$ cat config.mk
export PLATFORM = sky130hd
export DESIGN_NAME = dac_spi_tx_flat
export DESIGN_NICKNAME = d
export VERILOG_FILES = /design/src/rtl/dac_spi_tx_if.sv /design/src/rtl/dac_spi_tx.sv /design/src/flat_wrapper.sv
export SDC_FILE = /design/constraint.sdc
export NUM_CORES = 1
export LEC_CHECK = 0
export CAP_MARGIN = 10
export CORE_AREA = 4 4 132 134
export CTS_CLUSTER_SIZE = 28
export DETAILED_ROUTE_END_ITERATION = 10
export DIE_AREA = 0 0 136 138
export DONT_BUFFER_PORTS = 1
export PLACE_DENSITY = 0.74
export SYNTH_ARGS = -nofsm -noshare
export SYNTH_HDL_FRONTEND = slang
export SYNTH_SLANG_ARGS = --single-unit
$ cat constraint.sdc
create_clock -name clk_in -period 4.1 [get_ports clk_in]
set_input_delay 0.41 -clock clk_in [delete_from_list [all_inputs] [get_ports clk_in]]
set_output_delay 0.41 -clock clk_in [all_outputs]
set_load 0.005 [all_outputs]
$ cat src/rtl/dac_spi_tx_if.sv
// dac_spi_tx_if
//   Bundles the filter-side word stream and the DAC-side SPI pins of
//   dac_spi_tx.
//   slave  : the DAC transmitter's view.
//   master : the view of the filter that drives it, which also watches the pins.
//   Filter side : dv_in, chan_in, data_in (into the transmitter)
//   DAC side    : sclk_out, cs_n_out, sdo_out (out of the transmitter)
//   Status      : busy_out, dv_out, chan_out (out of the transmitter)
interface dac_spi_tx_if #(
  parameter int W_CHAN = 5,
  parameter int W_DIN  = 16
);
  logic              dv_in;
  logic [W_CHAN-1:0] chan_in;
  logic [W_DIN-1:0]  data_in;
  logic              sclk_out;
  logic              cs_n_out;
  logic              sdo_out;
  logic              busy_out;
  logic              dv_out;
  logic [W_CHAN-1:0] chan_out;

  modport slave (
    input  dv_in, chan_in, data_in,
    output sclk_out, cs_n_out, sdo_out, busy_out, dv_out, chan_out
  );

  modport master (
    output dv_in, chan_in, data_in,
    input  sclk_out, cs_n_out, sdo_out, busy_out, dv_out, chan_out
  );
endinterface

$ cat src/rtl/dac_spi_tx.sv
// dac_spi_tx
//   Latches the newest code per channel from the channel-tagged filter
//   stream. Pending channels are sent round-robin as SPI write frames of the
//   form {CMD, chan[3:0], code}, MSB first, to a multichannel DAC.
//   Ports:
//     clk_in : system clock
//     rst_in : asynchronous, active-low reset
//     bus    : dac_spi_tx_if.slave
//              dv_in/chan_in/data_in  : input word stream
//              sclk_out/cs_n_out/sdo_out : SPI pins
//              busy_out : status
//              dv_out/chan_out : frame-done strobe and the channel it sent
module dac_spi_tx #(
  parameter int         W_CHAN    = 5,
  parameter int         N_CHAN    = 8,
  parameter int         W_DIN     = 16,
  parameter logic [3:0] CMD       = 4'h3,
  parameter int         SCLK_HALF = 2,
  parameter int         CS_HOLD   = 4
) (
  input logic        clk_in,
  input logic        rst_in,
  dac_spi_tx_if.slave bus
);
  localparam int W_FRAME = 8 + W_DIN;
  localparam int DW = $clog2(2*SCLK_HALF + 1);
  localparam int BW = $clog2(W_FRAME + 1);
  localparam int HW = $clog2(CS_HOLD + 1);

  typedef enum logic [2:0] {IDLE, SEL, LOAD, SHIFT, HOLD} state_t;

  state_t                          state_q;
  logic [N_CHAN-1:0]               pend_q, pend_d;
  logic [N_CHAN-1:0][W_DIN-1:0]    val_q;
  logic [3:0]                      rr_q, sel_q, arb_sel;
  logic                            arb_hit;
  logic [W_FRAME-1:0]              sh_q, frame;
  logic [W_DIN-1:0]                cur_val;
  logic [DW-1:0]                   div_q;
  logic [BW-1:0]                   bit_q;
  logic [HW-1:0]                   hold_q;
  logic                            sclk_q, cs_n_q, sdo_q, busy_q, dvo_q;
  logic [W_CHAN-1:0]               cho_q;
  logic                            wr_en, hold_done;

  assign wr_en     = bus.dv_in && (int'(bus.chan_in) < N_CHAN);
  assign hold_done = (hold_q == HW'(CS_HOLD - 1));

  // First pending channel at or after rr_q; if none, the lowest pending one
  // (which is necessarily below rr_q), i.e. a wrapping search.
  always_comb begin
    arb_hit = 1'b0;
    arb_sel = '0;
    for (int j = 0; j < N_CHAN; j++)
      if (!arb_hit && pend_q[j] && j >= int'(rr_q)) begin
        arb_hit = 1'b1;
        arb_sel = 4'(j);
      end
    for (int j = 0; j < N_CHAN; j++)
      if (!arb_hit && pend_q[j]) begin
        arb_hit = 1'b1;
        arb_sel = 4'(j);
      end
  end

  always_comb begin
    cur_val = '0;
    for (int j = 0; j < N_CHAN; j++)
      if (sel_q == 4'(j)) cur_val = val_q[j];
  end

  assign frame = {CMD, sel_q, cur_val};

  // Clear-on-select comes first and the new write comes second, so a write
  // landing in the SEL cycle re-arms the channel.
  always_comb begin
    pend_d = pend_q;
    for (int j = 0; j < N_CHAN; j++)
      if (state_q == SEL && arb_sel == 4'(j)) pend_d[j] = 1'b0;
    for (int j = 0; j < N_CHAN; j++)
      if (wr_en && int'(bus.chan_in) == j) pend_d[j] = 1'b1;
  end

  always_ff @(posedge clk_in or negedge rst_in) begin
    if (!rst_in) begin
      state_q <= IDLE;
      pend_q  <= '0;
      val_q   <= '0;
      rr_q    <= '0;
      sel_q   <= '0;
      sh_q    <= '0;
      div_q   <= '0;
      bit_q   <= '0;
      hold_q  <= '0;
      sclk_q  <= 1'b0;
      cs_n_q  <= 1'b1;
      sdo_q   <= 1'b0;
      busy_q  <= 1'b0;
      dvo_q   <= 1'b0;
      cho_q   <= '0;
    end else begin
      pend_q <= pend_d;
      for (int j = 0; j < N_CHAN; j++)
        if (wr_en && int'(bus.chan_in) == j) val_q[j] <= bus.data_in;
      dvo_q <= 1'b0;
      // busy_q tracks the state the block enters on this edge.
      busy_q <= (|pend_d) |
                ((state_q != IDLE) & ~((state_q == HOLD) & hold_done & ~(|pend_q)));
      case (state_q)
        IDLE: if (|pend_q) state_q <= SEL;
        SEL: begin
          sel_q   <= arb_sel;
          rr_q    <= (int'(arb_sel) == N_CHAN - 1) ? 4'd0 : arb_sel + 4'd1;
          state_q <= LOAD;
        end
        LOAD: begin
          sh_q    <= frame;
          cs_n_q  <= 1'b0;
          sdo_q   <= frame[W_FRAME-1];
          sclk_q  <= 1'b0;
          div_q   <= '0;
          bit_q   <= '0;
          state_q <= SHIFT;
        end
        SHIFT: begin
          if (div_q == DW'(SCLK_HALF - 1)) begin
            sclk_q <= 1'b1;
            div_q  <= div_q + DW'(1);
          end else if (div_q == DW'(2*SCLK_HALF - 1)) begin
            // End of bit: sclk falls, and sdo moves on at the same edge.
            sclk_q <= 1'b0;
            div_q  <= '0;
            if (bit_q == BW'(W_FRAME - 1)) begin
              cs_n_q  <= 1'b1;
              sdo_q   <= 1'b0;
              dvo_q   <= 1'b1;
              cho_q   <= W_CHAN'(sel_q);
              hold_q  <= '0;
              state_q <= HOLD;
            end else begin
              sh_q  <= sh_q << 1;
              sdo_q <= sh_q[W_FRAME-2];
              bit_q <= bit_q + BW'(1);
            end
          end else begin
            div_q <= div_q + DW'(1);
          end
        end
        HOLD: begin
          if (hold_done) state_q <= (|pend_q) ? SEL : IDLE;
          else           hold_q  <= hold_q + HW'(1);
        end
        default: state_q <= IDLE;
      endcase
    end
  end

  assign bus.sclk_out = sclk_q;
  assign bus.cs_n_out = cs_n_q;
  assign bus.sdo_out  = sdo_q;
  assign bus.busy_out = busy_q;
  assign bus.dv_out   = dvo_q;
  assign bus.chan_out = cho_q;
endmodule
$ cat src/flat_wrapper.sv
// flat-port wrapper written by rule: the top's interface ports become plain ports
module dac_spi_tx_flat 
#(
  parameter int         W_CHAN    = 5,
  parameter int         N_CHAN    = 8,
  parameter int         W_DIN     = 16,
  parameter logic [3:0] CMD       = 4'h3,
  parameter int         SCLK_HALF = 2,
  parameter int         CS_HOLD   = 4
)
  (clk_in, rst_in, bus_dv_in, bus_chan_in, bus_data_in, bus_sclk_out, bus_cs_n_out, bus_sdo_out, bus_busy_out, bus_dv_out, bus_chan_out);
  dac_spi_tx_if #(.W_CHAN(W_CHAN), .W_DIN(W_DIN)) bus_i ();
  input logic clk_in;
  input logic rst_in;
  input wire logic [$bits(bus_i.dv_in)-1:0] bus_dv_in;
  input wire logic [$bits(bus_i.chan_in)-1:0] bus_chan_in;
  input wire logic [$bits(bus_i.data_in)-1:0] bus_data_in;
  output wire logic [$bits(bus_i.sclk_out)-1:0] bus_sclk_out;
  output wire logic [$bits(bus_i.cs_n_out)-1:0] bus_cs_n_out;
  output wire logic [$bits(bus_i.sdo_out)-1:0] bus_sdo_out;
  output wire logic [$bits(bus_i.busy_out)-1:0] bus_busy_out;
  output wire logic [$bits(bus_i.dv_out)-1:0] bus_dv_out;
  output wire logic [$bits(bus_i.chan_out)-1:0] bus_chan_out;
  assign bus_i.dv_in = bus_dv_in;
  assign bus_i.chan_in = bus_chan_in;
  assign bus_i.data_in = bus_data_in;
  assign bus_sclk_out = bus_i.sclk_out;
  assign bus_cs_n_out = bus_i.cs_n_out;
  assign bus_sdo_out = bus_i.sdo_out;
  assign bus_busy_out = bus_i.busy_out;
  assign bus_dv_out = bus_i.dv_out;
  assign bus_chan_out = bus_i.chan_out;
  dac_spi_tx #(.W_CHAN(W_CHAN), .N_CHAN(N_CHAN), .W_DIN(W_DIN), .CMD(CMD), .SCLK_HALF(SCLK_HALF), .CS_HOLD(CS_HOLD)) u_core (.clk_in(clk_in), .rst_in(rst_in), .bus(bus_i));
endmodule
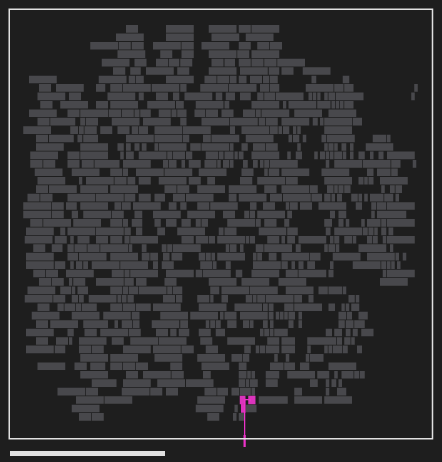
*I/O nets highlighted, run 1*
Bar = 50 µm.
legend:
  magenta:
    port: bus_dv_in
    bits: 1
    direction: input
    edge: south
    end_cells: 3
    buffers: 0
    wire: 14.3 µm
count of input and output buffers: 0
I/O pin cnt: 34

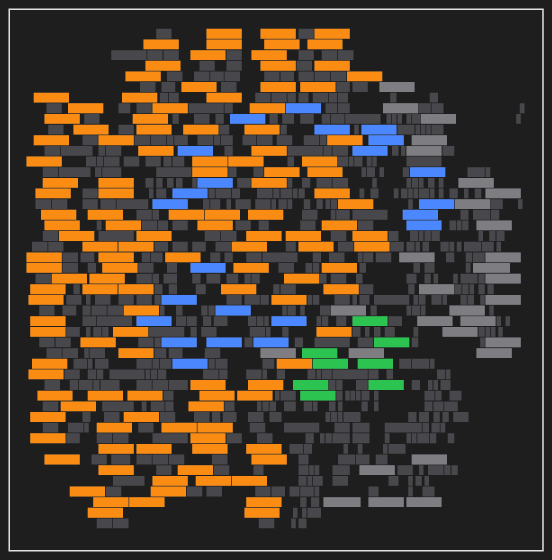
*Sequential cells grouped by signal name, run 1*
legend:
  green:
    netlist_name: u_core.pend_q
    placed_flops: 8
  orange:
    netlist_name: u_core.val_q
    placed_flops: 128
  blue:
    netlist_name: u_core.sh_q
    placed_flops: 23

==> flow_metrics.rpt, run 1 <==
IMPLEMENTATION SUMMARY REPORT
----------------------------------------------------
[Route]
  Avg WL per Cell ........................ 20.89 µm
  Aggregate routed wire length ........................ 20330 µm
  Number of nets with antenna violations after detailed routing ........................ 0
  Number of design rule violations left after detail routing ........................ 0
  Routed vias/inst ........................ 6.220

[Critical path]
  Crit Path Category ........................ flip-flop to flip-flop
  Required time at the endpoint of the critical path ........................ 4410 ps
  Peak fanout along the critical path ........................ 9
  WP data arrival ........................ 3720 ps
  Crit Reg-Reg Startpoint ........................ u_core.rr_q[1]
  Beginning of the critical path ........................ u_core.rr_q[1]
  Endpoint of the most critical setup path ........................ u_core.bus.busy_out
  Endpoint class of the critical path ........................ flip-flop
  Startpoint types ........................ flip-flop

[Layout]
  Most frequent logic cell in the layout ........................ sky130_fd_sc_hd__dfrtp_1
  Fraction of layout instances using a drive strength above 1 ........................ 26.83%
  Area growth from synthesis to layout ........................ 8.510%
  Most frequent logic cells in the routed design ........................ 186 x sky130_fd_sc_hd__dfrtp_1, 133 x sky130_fd_sc_hd__mux2_2, 60 x sky130_fd_sc_hd__nand2_1

[Final timing]
  Relative slew slack ........................ 23.33%
  Post-layout period usage of the worst path ........................ 83.30%
  Setup slack after layout ........................ 684.5 ps
  Minimum hold slack ........................ -324.6 ps
  Post-layout min period ........................ 3415 ps
  Upper clock frequency limit ........................ 292.8 MHz
  Pins Over Slew Limit ........................ 0
  RSZ-0062 raised after global routing ........................ false
  Setup clock skew after layout ........................ 6.675 ps
  Hold violation count in the final report ........................ 188

[Floorplanning]
  Fp_density ........................ 54.34%
  Total die size ........................ 0.01877 mm²
  Vertical die size ........................ 138 µm
  # rows ........................ 47

[Status]
  Failing checks ........................ negative hold slack
  Run status ........................ complete, but fails checks

[Power]
  PwrDens ........................ 439.2 mW/mm²
  VDD IR-drop max ........................ 325.9 µV

[Clock tree]
  Deepest level of the CTS H-tree ........................ 4
  Maximum number of buffers from clock root to sink ........................ 2
  Clock tree from TritonCTS ........................ yes
  Clk slew on worst S/H paths ........................ 70 ps
  Post-CTS Setup Bufs ........................ 0
  # resized after CTS ........................ 0
  Root cell of the clock tree ........................ sky130_fd_sc_hd__clkbuf_16
  Count of clock tree sinks ........................ 188

[Logic synthesis]
  YS chip area ........................ 0.008851 mm²
  Post-synth top area cell ........................ sky130_fd_sc_hd__dfrtp_1
  Number of enable-type register cells in the synthesized netlist ........................ 0
  Number of distinct library cell variants in the gate-level netlist after synthesis ........................ 62
  Area share of the largest cell type after synthesis ........................ 52.87%
  Most frequent cells after synthesis ........................ 187 x sky130_fd_sc_hd__dfrtp_1, 133 x sky130_fd_sc_hd__mux2_2, 60 x sky130_fd_sc_hd__nand2_1
  Fraction of registers with async set/reset ........................ 100.0%
  Synthesized instance count ........................ 755
  Most common flop cell mapped by yosys ........................ sky130_fd_sc_hd__dfrtp_1
  Proportion of synthesized chip area in sequential cells ........................ 53.17%

[Global route]
  Global-route total usage across every layer ........................ 22.64%
  Antenna violations before repair ........................ 0
  Leftover overflow at the end of global routing ........................ 0
  Global-route wire length before repair ........................ 33290 µm

[Job]
  OpenROAD warning count ........................ 35
  Max cap viols ........................ 0

----------------------------------------------------
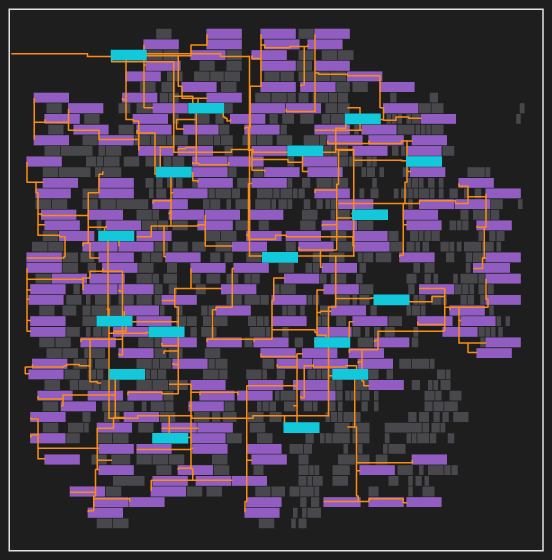
*Clock distribution, run 1*
legend:
  cyan:
    item: clock-net drivers
    count: 17
  orange:
    item: clock wires
    length: 2150 µm
  purple:
    item: flip-flops
    count: 188
flops lie: all over the die
routed clock nets: 18

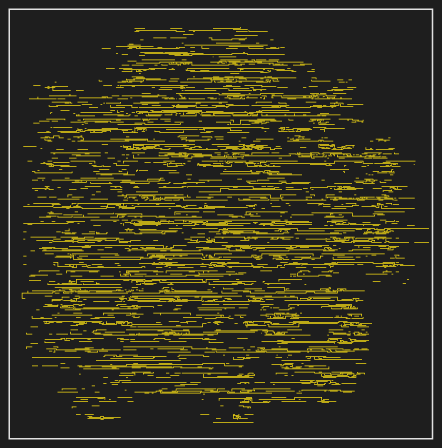
*The metal 1 layer, run 1*
share of all routed wire: 43%
longest straight run: 40.9 µm
nets with wire on the layer: 737
wire length on this layer: 8680 µm
total vias in the final route: 6052
fraction of met1 tracks used by global routing: 30.61%

==> run 1: area by class of cell <==
type	count	share of cell area (%)
clock buffers	21	5.003
clock inverters	11	0.8729
inverters	19	0.7426
multi-input cells	501	40.49
flip-flops and latches	188	49.01
well taps	220	2.866
repair buffers	13	1.016
==> run 1: registers in the layout (all words and copies together), names as in the netlist <==
name / cells
u_core.bus.cs_n_out: 1
u_core.pend_q: 8
u_core.rr_q: 4
u_core.sel_q: 3
u_core.sh_q: 23
u_core.bus.busy_out: 1
u_core.val_q: 128
u_core.bit_q: 5
u_core.bus.chan_out: 3
u_core.bus.sdo_out: 1
u_core.state_q: 3
u_core.bus.sclk_out: 1
u_core.hold_q: 3
u_core.bus.dv_out: 1
u_core.div_q: 3
==> run 1: through the flow <==
step	power, µW	cell area [µm²]	hold WS, ps	std cells	utilization (%)
after floorplan	2573	8855	114.4	756	-
after global placement	2629	9040	119.6	941	55.50
after detailed placement	2672	9040	121.7	941	55.50
after CTS	4244	9604	-353.1	973	58.96
after global routing	4392	9604	-344.3	973	58.96
final	4218	9604	-324.6	973	58.96
==> run 1: cell families (layout without fill, tap and decap cells) <==
group,count (synthesis),in the layout,share of synthesized area [%]
other,1,2,0.04237
AOI/OAI and AO/OA,167,167,12.96
buffers and inverters,67,64,3.053
adders and majority gates,11,11,1.555
xor gates and xnor gates,3,3,0.2969
DFF,188,188,53.17
and+or+nand+nor,167,167,9.203
muxes,151,151,19.72
==> run 1: power by group <==
part / leakage [µW] / internal (µW) / switching, µW
registers: 0.00239 / 2110 / 141
clock network: 0.000274 / 848 / 731
logic: 0.00162 / 255 / 133
total: 0.00428 / 3210 / 1000
==> run 1: per-layer routing <==
layer / track usage, % / wire [µm]
met5: 0 / 0
met4: 6.737 / 340
met3: 4.797 / 1135
met2: 36.98 / 10170
met1: 30.61 / 8680
--- run 2 (diff from run 1) ---
--- a/config.mk
+++ b/config.mk
@@ -11,7 +11,7 @@
 export DETAILED_ROUTE_END_ITERATION = 10
 export DIE_AREA = 0 0 136 138
 export DONT_BUFFER_PORTS = 1
-export PLACE_DENSITY = 0.74
+export PLACE_DENSITY = 0.76
 export SYNTH_ARGS = -nofsm -noshare
 export SYNTH_HDL_FRONTEND = slang
 export SYNTH_SLANG_ARGS = --single-unit
==> constraint.sdc (replaced) <==
create_clock -name clk_in -period 2.7 [get_ports clk_in]
set_input_delay 0.27 -clock clk_in [delete_from_list [all_inputs] [get_ports clk_in]]
set_output_delay 0.27 -clock clk_in [all_outputs]
set_load 0.005 [all_outputs]
==> run 2 against run 1 <==
The flow finishes with violations (negative hold slack, negative setup slack). Core utilization is 3.7 points higher. First-iteration DRC count is 35% higher. Global-route usage is 1.8 points higher. Final area is 6.2% higher. Sequential share of layout area is 2.9 points lower.
==> flow_metrics.rpt, run 2 <==
IMPLEMENTATION SUMMARY REPORT
----------------------------------------------------
[Global route]
  Global-route total usage across every layer ........................ 24.40%
  Leftover overflow at the end of global routing ........................ 0
  Antenna violations before repair ........................ 0

[Route]
  Met3 wirelength from detailed routing ........................ 1040 µm
  Number of design rule violations left after detail routing ........................ 0
  Met2 WL ........................ 11210 µm
  Avg WL per Cell ........................ 21.06 µm
  Max layer used ........................ met4
  Routed vias/inst ........................ 6.136
  Number of nets with antenna violations after detailed routing ........................ 0

[Layout]
  Most frequent logic cell in the layout ........................ sky130_fd_sc_hd__dfrtp_1
  Post-route core utilization ........................ 62.62%
  Largest regs ........................ u_core.val_q x128, u_core.sh_q x23, u_core.pend_q x8
  Fraction of layout instances using a drive strength above 1 ........................ 30.38%
  Area growth from synthesis to layout ........................ 15.25%
  Register bank with the most flops ........................ u_core.val_q
  Design Area, Final ........................ 0.01020 mm²
  Final cell count without fillers ........................ 1033
  Most frequent logic cells in the routed design ........................ 186 x sky130_fd_sc_hd__dfrtp_1, 133 x sky130_fd_sc_hd__mux2_2, 60 x sky130_fd_sc_hd__nand2_1

[Final timing]
  Minimum hold slack ........................ -468.1 ps
  Post-layout min period ........................ 2902 ps
  Post-layout period usage of the worst path ........................ 107.5%
  Pins Over Slew Limit ........................ 0
  Setup clock skew after layout ........................ 13.75 ps
  RSZ-0062 raised after global routing ........................ true
  Setup slack after layout ........................ -202.0 ps
  Relative slew slack ........................ 33.16%
  Hold violation count in the final report ........................ 188
  Upper clock frequency limit ........................ 344.6 MHz
  Final-report setup violation count ........................ 1

[Logic synthesis]
  Area fraction in xor and xnor cells ........................ 0.2969%
  Compound-gate portion of the synthesized area ........................ 12.96%
  Largest family of logic cells by area ........................ multiplexers
  Proportion of synthesized chip area in sequential cells ........................ 53.17%
  Most frequent cells after synthesis ........................ 187 x sky130_fd_sc_hd__dfrtp_1, 133 x sky130_fd_sc_hd__mux2_2, 60 x sky130_fd_sc_hd__nand2_1
  Synthesized instance count ........................ 755
  AND/OR/NAND/NOR Cells, Area Fraction ........................ 9.203%
  Area share of the largest cell type after synthesis ........................ 52.87%
  Number of distinct library cell variants in the gate-level netlist after synthesis ........................ 62
  Post-synth top area cell ........................ sky130_fd_sc_hd__dfrtp_1
  Number of enable-type register cells in the synthesized netlist ........................ 0
  Multiplexer share of the synthesized area ........................ 19.72%

[Clock tree]
  Root cell of the clock tree ........................ sky130_fd_sc_hd__clkbuf_16
  Clk slew on worst S/H paths ........................ 60 ps
  Deepest level of the CTS H-tree ........................ 4
  Count of clock tree sinks ........................ 188

[Power]
  PwrDens ........................ 656.0 mW/mm²
  VDD IR-drop max ........................ 489.2 µV

[Status]
  Failing checks ........................ negative hold slack, negative setup slack
  Run status ........................ complete, but fails checks

[Job]
  OpenROAD warning count ........................ 38
  Max cap viols ........................ 0

[Floorplanning]
  Total die size ........................ 0.01877 mm²
  Fp_density ........................ 54.34%
  I/O pin cnt ........................ 34

[Critical path]
  Startpoint types ........................ flip-flop
  Peak fanout along the critical path ........................ 4
  Endpoint of the most critical setup path ........................ u_core.bus.busy_out
  Beginning of the critical path ........................ u_core.rr_q[0]
  Crit Reg-Reg Startpoint ........................ u_core.rr_q[0]
  Endpoint class of the critical path ........................ flip-flop

[Placed design]
  Count of input and output buffers ........................ 0
  Post-placement cell count ........................ 982

----------------------------------------------------
-- run 2: per-stage QoR --
| step | hold WS (ps) | setup TNS (ps) | total power (µW) |
|---|---|---|---|
| 2_1_floorplan | -25.59 | -258.9 | 3912 |
| 5_1_grt | -486.5 | -329.1 | 6965 |
| 6_report | -468.1 | -202.0 | 6692 |
| 3_3_place_gp | -20.33 | -161.0 | 4035 |
| 4_1_cts | -479.9 | -160.6 | 6713 |
| 3_5_place_dp | -18.19 | -232.3 | 4105 |
-- run 2: routing by layer --
layer  GRT usage (%)  vias up
li1                -     2846
met1           32.31     3253
met2           41.04      198
met3           3.961       42
met4           8.117        0
met5               0        -
-- run 2: timing repair --
action / in CTS / in global routing
endpoints found under the setup margin: 1 / 2
pin swaps: 5 / 0
cloned: 0 / 0
buffers inserted: 2 / 0
hold buffers: 17 / 1
endpoints found under the hold margin: 314 / 189
gates resized: 2 / 3
-- run 2: kinds of logic (layout without fill, tap and decap cells) --
| group | after synthesis | after routing |
|---|---|---|
| and+or+nand+nor | 167 | 167 |
| xor gates and xnor gates | 3 | 3 |
| DFF | 188 | 188 |
| buffers and inverters | 67 | 124 |
| muxes | 151 | 151 |
| adders and majority gates | 11 | 11 |
| AOI/OAI and AO/OA | 167 | 167 |
| other | 1 | 2 |
-- run 2: final cells by class --
cell class / instances / area (µm²) / area share, %
flip-flops and latches: 188 / 4707 / 46.14
multi-input cells: 501 / 3940 / 38.62
repair buffers: 74 / 600.6 / 5.887
clock buffers: 22 / 474.2 / 4.649
well taps: 220 / 275.3 / 2.698
clock inverters: 9 / 132.6 / 1.300
inverters: 19 / 71.32 / 0.6991
-- run 2: where the power goes --
part	switching, µW	internal [µW]
sequential	213	3210
clock	1060	1530
combinational	253	432
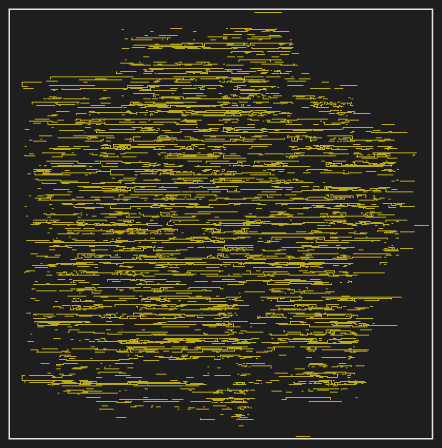
*The metal 1 layer, run 2*
fraction of met1 tracks used by global routing: 32.31%
total vias in the final route: 6339
aggregate routed wire length: 21750 µm

--- run 3 (diff from run 2) ---
--- a/config.mk
+++ b/config.mk
@@ -10,8 +10,7 @@
 export CTS_CLUSTER_SIZE = 28
 export DETAILED_ROUTE_END_ITERATION = 10
 export DIE_AREA = 0 0 136 138
-export DONT_BUFFER_PORTS = 1
-export PLACE_DENSITY = 0.76
+export PLACE_DENSITY = 0.79
 export SYNTH_ARGS = -nofsm -noshare
 export SYNTH_HDL_FRONTEND = slang
 export SYNTH_SLANG_ARGS = --single-unit
==> run 3 against run 2 <==
Worst setup slack better by 61 ps. Critical endpoint unchanged. Critical path depth down 1. First-iteration DRC count up 10%. Global-route usage down 0.60 points. Clock power down 7%. Combinational power up 11%. The run ends with negative setup slack left. Routed wire length down 0.57%. Sequential share of layout area down 0.80 points. Highest routed layer unchanged.
==> flow_metrics.rpt, run 3 <==
IMPLEMENTATION SUMMARY REPORT
----------------------------------------------------
[Status]
  Run status ........................ complete, but fails checks
  Failing checks ........................ negative setup slack

[Final timing]
  Hold violation count in the final report ........................ 0
  RSZ-0062 raised after global routing ........................ true
  Setup slack after layout ........................ -141.2 ps
  Post-layout min period ........................ 2841 ps
  Final-report setup violation count ........................ 1
  Upper clock frequency limit ........................ 352.0 MHz

[Layout]
  Most frequent logic cells in the routed design ........................ 186 x sky130_fd_sc_hd__dfrtp_1, 133 x sky130_fd_sc_hd__mux2_2, 65 x sky130_fd_sc_hd__buf_4
  Post-route core utilization ........................ 63.73%
  Register bank with the most flops ........................ u_core.val_q
  Largest regs ........................ u_core.val_q x128, u_core.sh_q x23, u_core.pend_q x8
  Most frequent logic cell in the layout ........................ sky130_fd_sc_hd__dfrtp_1
  Area growth from synthesis to layout ........................ 17.29%
  Flip-flop count of the largest register, all copies and words added ........................ 128

[Floorplanning]
  Total die size ........................ 0.01877 mm²
  Vertical die size ........................ 138 µm
  Fp_density ........................ 54.34%

[Logic synthesis]
  AND/OR/NAND/NOR Cells, Area Fraction ........................ 9.203%
  Area fraction in xor and xnor cells ........................ 0.2969%
  Number of distinct library cell variants in the gate-level netlist after synthesis ........................ 62
  Multiplexer share of the synthesized area ........................ 19.72%
  Proportion of synthesized chip area in sequential cells ........................ 53.17%
  Largest family of logic cells by area ........................ multiplexers
  YS chip area ........................ 0.008851 mm²

[Placed design]
  Count of input and output buffers ........................ 31

[Clock tree]
  Clk slew on worst S/H paths ........................ 70 ps
  Clock tree from TritonCTS ........................ yes
  Number of buffers inserted by hold repair at cts ........................ 1
  Deepest level of the CTS H-tree ........................ 4
  Root cell of the clock tree ........................ sky130_fd_sc_hd__clkbuf_16
  Post-CTS Setup Bufs ........................ 1
  # resized after CTS ........................ 3

[Critical path]
  Required time at the endpoint of the critical path ........................ 3000 ps
  WP data arrival ........................ 3140 ps
  Peak fanout along the critical path ........................ 4

[Route]
  Routed vias/inst ........................ 6.068
  Number of nets with antenna violations after detailed routing ........................ 0

[Power]
  PwrDens ........................ 634.3 mW/mm²

[Global route]
  Global-route wire length before repair ........................ 35220 µm

----------------------------------------------------
-- run 3: cell counts after synthesis --
Identical to the previous run, type by type.
-- run 3: worst paths after layout --
| check | from | to | slack, ps | depth (start not counted) |
|---|---|---|---|---|
| hold reg to reg | u_core.bus.chan_out[0] | u_core.bus.chan_out[0] | 480 | 2 |
| hold / removal | rst_in | u_core.pend_q[7] | 410 | 2 |
| setup reg to reg | u_core.rr_q[0] | u_core.bus.busy_out | -140 | 11 |
| setup / recovery | u_core.rr_q[0] | u_core.bus.busy_out | -140 | 11 |
| max in group asynchronous | rst_in | u_core.val_q[109] | 1480 | 3 |
| min in group clk_in | u_core.bus.chan_out[0] | u_core.bus.chan_out[0] | 480 | 2 |
-- run 3: logic make-up after synthesis --
family / count (synthesis)
fa+ha+maj: 11
simple gates: 167
buf+inv: 67
xor+xnor: 3
mux: 151
flops: 188
other cells: 1
compound gates: 167
-- run 3: area by class of cell --
type / instances / area (µm²) / share of cell area [%]
flip-flops and latches: 188 / 4707 / 45.34
multi-input cells: 501 / 3939 / 37.94
repair buffers: 98 / 829.5 / 7.991
clock buffers: 20 / 446.7 / 4.303
well taps: 220 / 275.3 / 2.652
clock inverters: 11 / 112.6 / 1.085
inverters: 19 / 71.32 / 0.6870
-- run 3: stage by stage --
stage	instance area [µm²]	total power (µW)
floorplan	8889	3912
finish	10380	6585
CTS	10370	6628
global route	10380	6868
detailed placement	9776	4225
global placement	9776	4151
-- run 3: per-layer routing --
metal	global-route usage (%)	share of wire (%)	wire, µm	vias to the layer above
li1	-	-	-	2896
met1	30.72	42	9119	3302
met2	39.74	51	11020	176
met3	4.688	4.2	915	40
met4	8.966	2.6	573	0
met5	0	0	0	-
-- run 3: power by group --
group          switching [µW]  internal [µW]  total, µW
registers                 210           3200       3420
logic                     311            451        762
clock network            1100           1310       2410
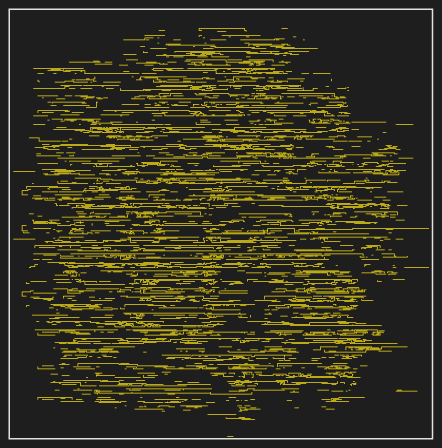
*The metal 1 layer, run 3*
wire length on this layer: 9120 µm
nets with wire on the layer: 804
longest straight run: 35.9 µm
main direction: horizontal
aggregate routed wire length: 21630 µm
fraction of met1 tracks used by global routing: 30.72%
total vias in the final route: 6414

Power and IR drop assume default switching activity.
